==> config.mk <==
export PLATFORM = sky130hd
export DESIGN_NAME = sha256_block_assembler_flat
export DESIGN_NICKNAME = d
export VERILOG_FILES = /design/src/rtl/sha256_pkg.sv /design/src/rtl/sha256_block_assembler_if.sv /design/src/rtl/sha256_pad_gen.sv /design/src/rtl/sha256_block_assembler.sv /design/src/flat_wrapper.sv
export SDC_FILE = /design/constraint.sdc
export NUM_CORES = 2
export LEC_CHECK = 0
export CAP_MARGIN = 0
export CORE_MARGIN = 1
export CORE_UTILIZATION = 45
export CTS_BUF_LIST = sky130_fd_sc_hd__clkbuf_8 sky130_fd_sc_hd__clkbuf_16
export CTS_CLUSTER_DIAMETER = 60
export DETAILED_ROUTE_END_ITERATION = 10
export GPL_ROUTABILITY_DRIVEN = 0
export PLACE_DENSITY = 0.71
export SYNTH_ARGS = -nofsm -noshare
export SYNTH_HDL_FRONTEND = slang
export SYNTH_SLANG_ARGS = --single-unit
==> constraint.sdc <==
create_clock -name clk -period 3.9 [get_ports clk]
set_clock_uncertainty 0.15 [all_clocks]
set_input_delay 0.78 -clock clk [delete_from_list [all_inputs] [get_ports clk]]
set_output_delay 0.78 -clock clk [all_outputs]
set_load 0.03 [all_outputs]
==> src/rtl/sha256_pkg.sv <==
// Shared constants, scheme encodings and assembler state type for the SHA-256 engine.
package sha256_pkg;
   localparam int SHA_BLK_W = 512;
   localparam int SHA_LEN_W = 64;

   localparam logic [1:0] SCHEME_PAD = 2'b00;
   localparam logic [1:0] SCHEME_RAW = 2'b01;

   typedef enum logic [2:0] {
      IDLE,
      FILL,
      PAD,
      LENBLK,
      EMIT
   } asm_state_t;
endpackage

==> src/rtl/sha256_block_assembler_if.sv <==
// Word-in / config / block-out handshake bundle around the block assembler.
// master: the upstream FIFOs and downstream compressor; slave: the assembler.
interface sha256_block_assembler_if
   import sha256_pkg::*;
#(
   parameter int DATA_W = 32
);
   logic [DATA_W-1:0]    data_in;
   logic                 data_in_last;
   logic                 data_in_valid;
   logic                 data_in_ready;
   logic [SHA_LEN_W-1:0] cfg_size;
   logic [1:0]           cfg_scheme;
   logic                 cfg_valid;
   logic                 cfg_ready;
   logic [SHA_BLK_W-1:0] data_out;
   logic                 data_out_last;
   logic                 data_out_valid;
   logic                 data_out_ready;

   modport master (
      output data_in, data_in_last, data_in_valid,
      output cfg_size, cfg_scheme, cfg_valid,
      output data_out_ready,
      input  data_in_ready, cfg_ready,
      input  data_out, data_out_last, data_out_valid
   );

   modport slave (
      input  data_in, data_in_last, data_in_valid,
      input  cfg_size, cfg_scheme, cfg_valid,
      input  data_out_ready,
      output data_in_ready, cfg_ready,
      output data_out, data_out_last, data_out_valid
   );
endinterface

==> src/rtl/sha256_pad_gen.sv <==
// Purely combinational: sets the 0x80 marker bit at message position p and,
// when the 64-bit length still fits behind it, writes the length into bits [63:0].
module sha256_pad_gen
   import sha256_pkg::*;
(
   input  logic [SHA_BLK_W-1:0] blk_in,
   input  logic [8:0]           p,
   input  logic [SHA_LEN_W-1:0] size,
   output logic [SHA_BLK_W-1:0] blk_out,
   output logic                 fits
);
   logic [SHA_BLK_W-1:0] marker;

   assign fits   = (p <= 9'd447);
   assign marker = {1'b1, {(SHA_BLK_W-1){1'b0}}} >> p;

   always_comb begin
      blk_out = blk_in | marker;
      if (fits) begin
         blk_out[SHA_LEN_W-1:0] = size;
      end
   end
endmodule

==> src/rtl/sha256_block_assembler.sv <==
// Packs DATA_W-bit message words into 512-bit blocks with SHA-256 padding or raw pass-through.
// One word per cycle in FILL; input stalls while the single block buffer waits in EMIT.
module sha256_block_assembler
   import sha256_pkg::*;
#(
   parameter int DATA_W = 32
) (
   input  logic                     clk,
   input  logic                     nrst,
   input  logic                     en,
   input  logic                     sync_rst,
   sha256_block_assembler_if.slave  bus,
   output logic                     err
);
   localparam int WPB    = SHA_BLK_W / DATA_W;
   localparam int LOG_DW = $clog2(DATA_W);

   generate
      if (DATA_W != 32 && DATA_W != 64 && DATA_W != 128 && DATA_W != 256 && DATA_W != 512) begin : g_bad_width
         $error("sha256_block_assembler: DATA_W must be 32, 64, 128, 256 or 512");
      end
   endgenerate

   asm_state_t           state, state_n, nxt_q, nxt_n;
   logic [SHA_BLK_W-1:0] blk, blk_n;
   logic [63:0]          count, count_n;
   logic [63:0]          nwords_q, nwords_n;
   logic [SHA_LEN_W-1:0] size_q, size_n;
   logic                 raw_q, raw_n;
   logic                 last_q, last_n;
   logic                 err_q, err_n;

   logic [63:0]          cfg_nwords;
   logic [3:0]           slot;
   logic                 is_final;
   logic                 blk_full;
   logic [LOG_DW-1:0]    tail_bits;
   logic [DATA_W-1:0]    word_mask;
   logic [DATA_W-1:0]    word_m;
   logic [9:0]           shamt;
   logic [SHA_BLK_W-1:0] word_placed;
   logic [SHA_BLK_W-1:0] pad_blk;
   logic                 pad_fits;

   // ceil(size/DATA_W) without the overflow of adding DATA_W-1 first
   assign cfg_nwords = (bus.cfg_size >> LOG_DW) + {63'd0, |bus.cfg_size[LOG_DW-1:0]};

   assign slot     = count[3:0] & 4'(WPB - 1);
   assign is_final = (count == nwords_q - 64'd1);
   assign blk_full = (slot == 4'(WPB - 1));

   // Only the final word can be partial; its bits past the message end are dropped.
   assign tail_bits   = size_q[LOG_DW-1:0];
   assign word_mask   = (is_final && tail_bits != '0) ? ~({DATA_W{1'b1}} >> tail_bits)
                                                       : {DATA_W{1'b1}};
   assign word_m      = bus.data_in & word_mask;
   assign shamt       = 10'((WPB - 1 - int'(slot)) * DATA_W);
   assign word_placed = SHA_BLK_W'(word_m) << shamt;

   sha256_pad_gen u_pad_gen (
      .blk_in  (blk),
      .p       (size_q[8:0]),
      .size    (size_q),
      .blk_out (pad_blk),
      .fits    (pad_fits)
   );

   assign bus.cfg_ready      = en & (state == IDLE);
   assign bus.data_in_ready  = en & (state == FILL);
   assign bus.data_out_valid = (state == EMIT);
   assign bus.data_out_last  = last_q & (state == EMIT);
   assign bus.data_out       = blk;
   assign err                = err_q;

   always_ff @(posedge clk or negedge nrst) begin
      if (!nrst) begin
         state    <= IDLE;
         nxt_q    <= IDLE;
         blk      <= '0;
         count    <= '0;
         nwords_q <= '0;
         size_q   <= '0;
         raw_q    <= 1'b0;
         last_q   <= 1'b0;
         err_q    <= 1'b0;
      end else begin
         state    <= state_n;
         nxt_q    <= nxt_n;
         blk      <= blk_n;
         count    <= count_n;
         nwords_q <= nwords_n;
         size_q   <= size_n;
         raw_q    <= raw_n;
         last_q   <= last_n;
         err_q    <= err_n;
      end
   end

   always_comb begin
      state_n  = state;
      nxt_n    = nxt_q;
      blk_n    = blk;
      count_n  = count;
      nwords_n = nwords_q;
      size_n   = size_q;
      raw_n    = raw_q;
      last_n   = last_q;
      err_n    = err_q;

      if (sync_rst) begin
         state_n  = IDLE;
         nxt_n    = IDLE;
         blk_n    = '0;
         count_n  = '0;
         nwords_n = '0;
         size_n   = '0;
         raw_n    = 1'b0;
         last_n   = 1'b0;
         err_n    = 1'b0;
      end else if (en) begin
         unique case (state)
            IDLE: begin
               if (bus.cfg_valid) begin
                  size_n   = bus.cfg_size;
                  raw_n    = (bus.cfg_scheme == SCHEME_RAW);
                  nwords_n = cfg_nwords;
                  blk_n    = '0;
                  count_n  = '0;
                  last_n   = 1'b0;
                  if (bus.cfg_scheme != SCHEME_PAD && bus.cfg_scheme != SCHEME_RAW) begin
                     err_n = 1'b1;
                  end
                  if (cfg_nwords != 64'd0) begin
                     state_n = FILL;
                  end else if (bus.cfg_scheme == SCHEME_RAW) begin
                     err_n   = 1'b1;
                     state_n = IDLE;
                  end else begin
                     state_n = PAD;
                  end
               end
            end
            FILL: begin
               if (bus.data_in_valid) begin
                  blk_n   = blk | word_placed;
                  count_n = count + 64'd1;
                  // data_in_last is only cross-checked; the configured size decides framing
                  if (bus.data_in_last != is_final) begin
                     err_n = 1'b1;
                  end
                  if (is_final) begin
                     if (raw_q) begin
                        state_n = EMIT;
                        last_n  = 1'b1;
                        if (size_q[8:0] != 9'd0) begin
                           err_n = 1'b1;
                        end
                     end else if (size_q[8:0] != 9'd0) begin
                        state_n = PAD;
                     end else begin
                        state_n = EMIT;
                        last_n  = 1'b0;
                        nxt_n   = PAD;
                     end
                  end else if (blk_full) begin
                     state_n = EMIT;
                     last_n  = 1'b0;
                     nxt_n   = FILL;
                  end
               end
            end
            PAD: begin
               blk_n   = pad_blk;
               state_n = EMIT;
               if (pad_fits) begin
                  last_n = 1'b1;
               end else begin
                  last_n = 1'b0;
                  nxt_n  = LENBLK;
               end
            end
            LENBLK: begin
               blk_n   = {{(SHA_BLK_W-SHA_LEN_W){1'b0}}, size_q};
               last_n  = 1'b1;
               state_n = EMIT;
            end
            EMIT: begin
               if (bus.data_out_ready) begin
                  blk_n   = '0;
                  state_n = last_q ? IDLE : nxt_q;
                  last_n  = 1'b0;
               end
            end
            default: state_n = IDLE;
         endcase
      end
   end
endmodule
==> src/flat_wrapper.sv <==
// flat-port wrapper written by rule: the top's interface ports become plain ports
module sha256_block_assembler_flat import sha256_pkg::*;
#(
   parameter int DATA_W = 32
)
  (clk, nrst, en, sync_rst, err, bus_data_in, bus_data_in_last, bus_data_in_valid, bus_cfg_size, bus_cfg_scheme, bus_cfg_valid, bus_data_out_ready, bus_data_in_ready, bus_cfg_ready, bus_data_out, bus_data_out_last, bus_data_out_valid);
  sha256_block_assembler_if #(.DATA_W(DATA_W)) bus_i ();
  input  logic clk;
  input  logic nrst;
  input  logic en;
  input  logic sync_rst;
  output logic err;
  input wire logic [$bits(bus_i.data_in)-1:0] bus_data_in;
  input wire logic [$bits(bus_i.data_in_last)-1:0] bus_data_in_last;
  input wire logic [$bits(bus_i.data_in_valid)-1:0] bus_data_in_valid;
  input wire logic [$bits(bus_i.cfg_size)-1:0] bus_cfg_size;
  input wire logic [$bits(bus_i.cfg_scheme)-1:0] bus_cfg_scheme;
  input wire logic [$bits(bus_i.cfg_valid)-1:0] bus_cfg_valid;
  input wire logic [$bits(bus_i.data_out_ready)-1:0] bus_data_out_ready;
  output wire logic [$bits(bus_i.data_in_ready)-1:0] bus_data_in_ready;
  output wire logic [$bits(bus_i.cfg_ready)-1:0] bus_cfg_ready;
  output wire logic [$bits(bus_i.data_out)-1:0] bus_data_out;
  output wire logic [$bits(bus_i.data_out_last)-1:0] bus_data_out_last;
  output wire logic [$bits(bus_i.data_out_valid)-1:0] bus_data_out_valid;
  assign bus_i.data_in = bus_data_in;
  assign bus_i.data_in_last = bus_data_in_last;
  assign bus_i.data_in_valid = bus_data_in_valid;
  assign bus_i.cfg_size = bus_cfg_size;
  assign bus_i.cfg_scheme = bus_cfg_scheme;
  assign bus_i.cfg_valid = bus_cfg_valid;
  assign bus_i.data_out_ready = bus_data_out_ready;
  assign bus_data_in_ready = bus_i.data_in_ready;
  assign bus_cfg_ready = bus_i.cfg_ready;
  assign bus_data_out = bus_i.data_out;
  assign bus_data_out_last = bus_i.data_out_last;
  assign bus_data_out_valid = bus_i.data_out_valid;
  sha256_block_assembler #(.DATA_W(DATA_W)) u_core (.clk(clk), .nrst(nrst), .en(en), .sync_rst(sync_rst), .bus(bus_i), .err(err));
endmodule
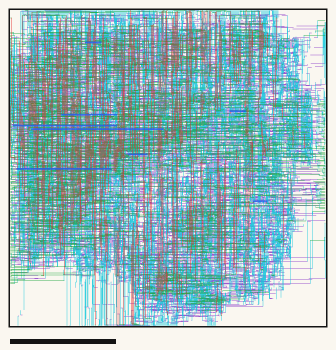
(images/layers.png)
The bar under the picture is 100 microns long.
Green shows M3, wire length 33.4 mm. Blue shows M5, wire length 414 microns. Red shows M4, wire length 20.7 mm. Cyan shows M2, wire length 86.4 mm. Purple shows M1, wire length 69.8 mm.
total global-route track usage: 45.3%
aggregate routed wire length: 211 mm

==> git commit body <==
Record implementation results from latest flow run

- Run status: finished, violations left
- For this design, Yosys synthesis ends with a cell count of 4755.
- Wire length of the first global-routing pass: 298 mm
* Count of nets left with antenna violations after detail routing: 0
- Violation count after the first detailed-route iteration: 7932
- Number of placed instances, taps included: 6635
- Post-synthesis instance area: 39300 sq um
- Complex Gates by Area: 24.2%
- Post-layout instance area: 54300 sq um
- The design draws 20.2 mW.
- Per the detail_route log, met3 wirelength is 33.4 mm.
- Synthesis produced 4755 cells.
- Per the post-run analysis, buffers plus inverters along the critical path come to 7.
- Setup violations, final: 474
- Synthesis-to-finish area growth: 38.3%
* Post-synth EDFFs: 0
- The checks that failed: setup timing.
* Drt pass-1 iters: 8
- The critical path in the final layout is reported with a setup slack of -0.264 ns.
- According to the floorplan report, the placeable core area is 85800 sq um.
* Cell accounting for the most synthesized area: sky130_fd_sc_hd__dfrtp_1
- The number of antenna violations at the first check in global routing is 9.
* Hold Startpoint: sync_rst
* Xor/xnor share: 3.97%
- In this run the tools logged warnings totalling 40.
* Number of clock buffers in the layout: 98
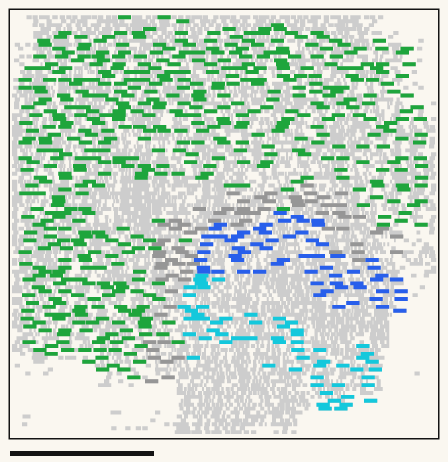
(images/ff_map.png)
The bar under the picture is 100 microns long.
Green shows `u_core.bus.data_out`, flops 512. Blue shows `u_core.count`, flops 64. Cyan shows `u_core.nwords_q`, flops 60.
total sequential power: 7.70 mW
Storage cell area: 17700 sq um
sequential portion of the cell area: 32.6%
utilization of the core after routing: 63.3%

Power figures rest on the tool's default switching activity, not on a simulated workload.
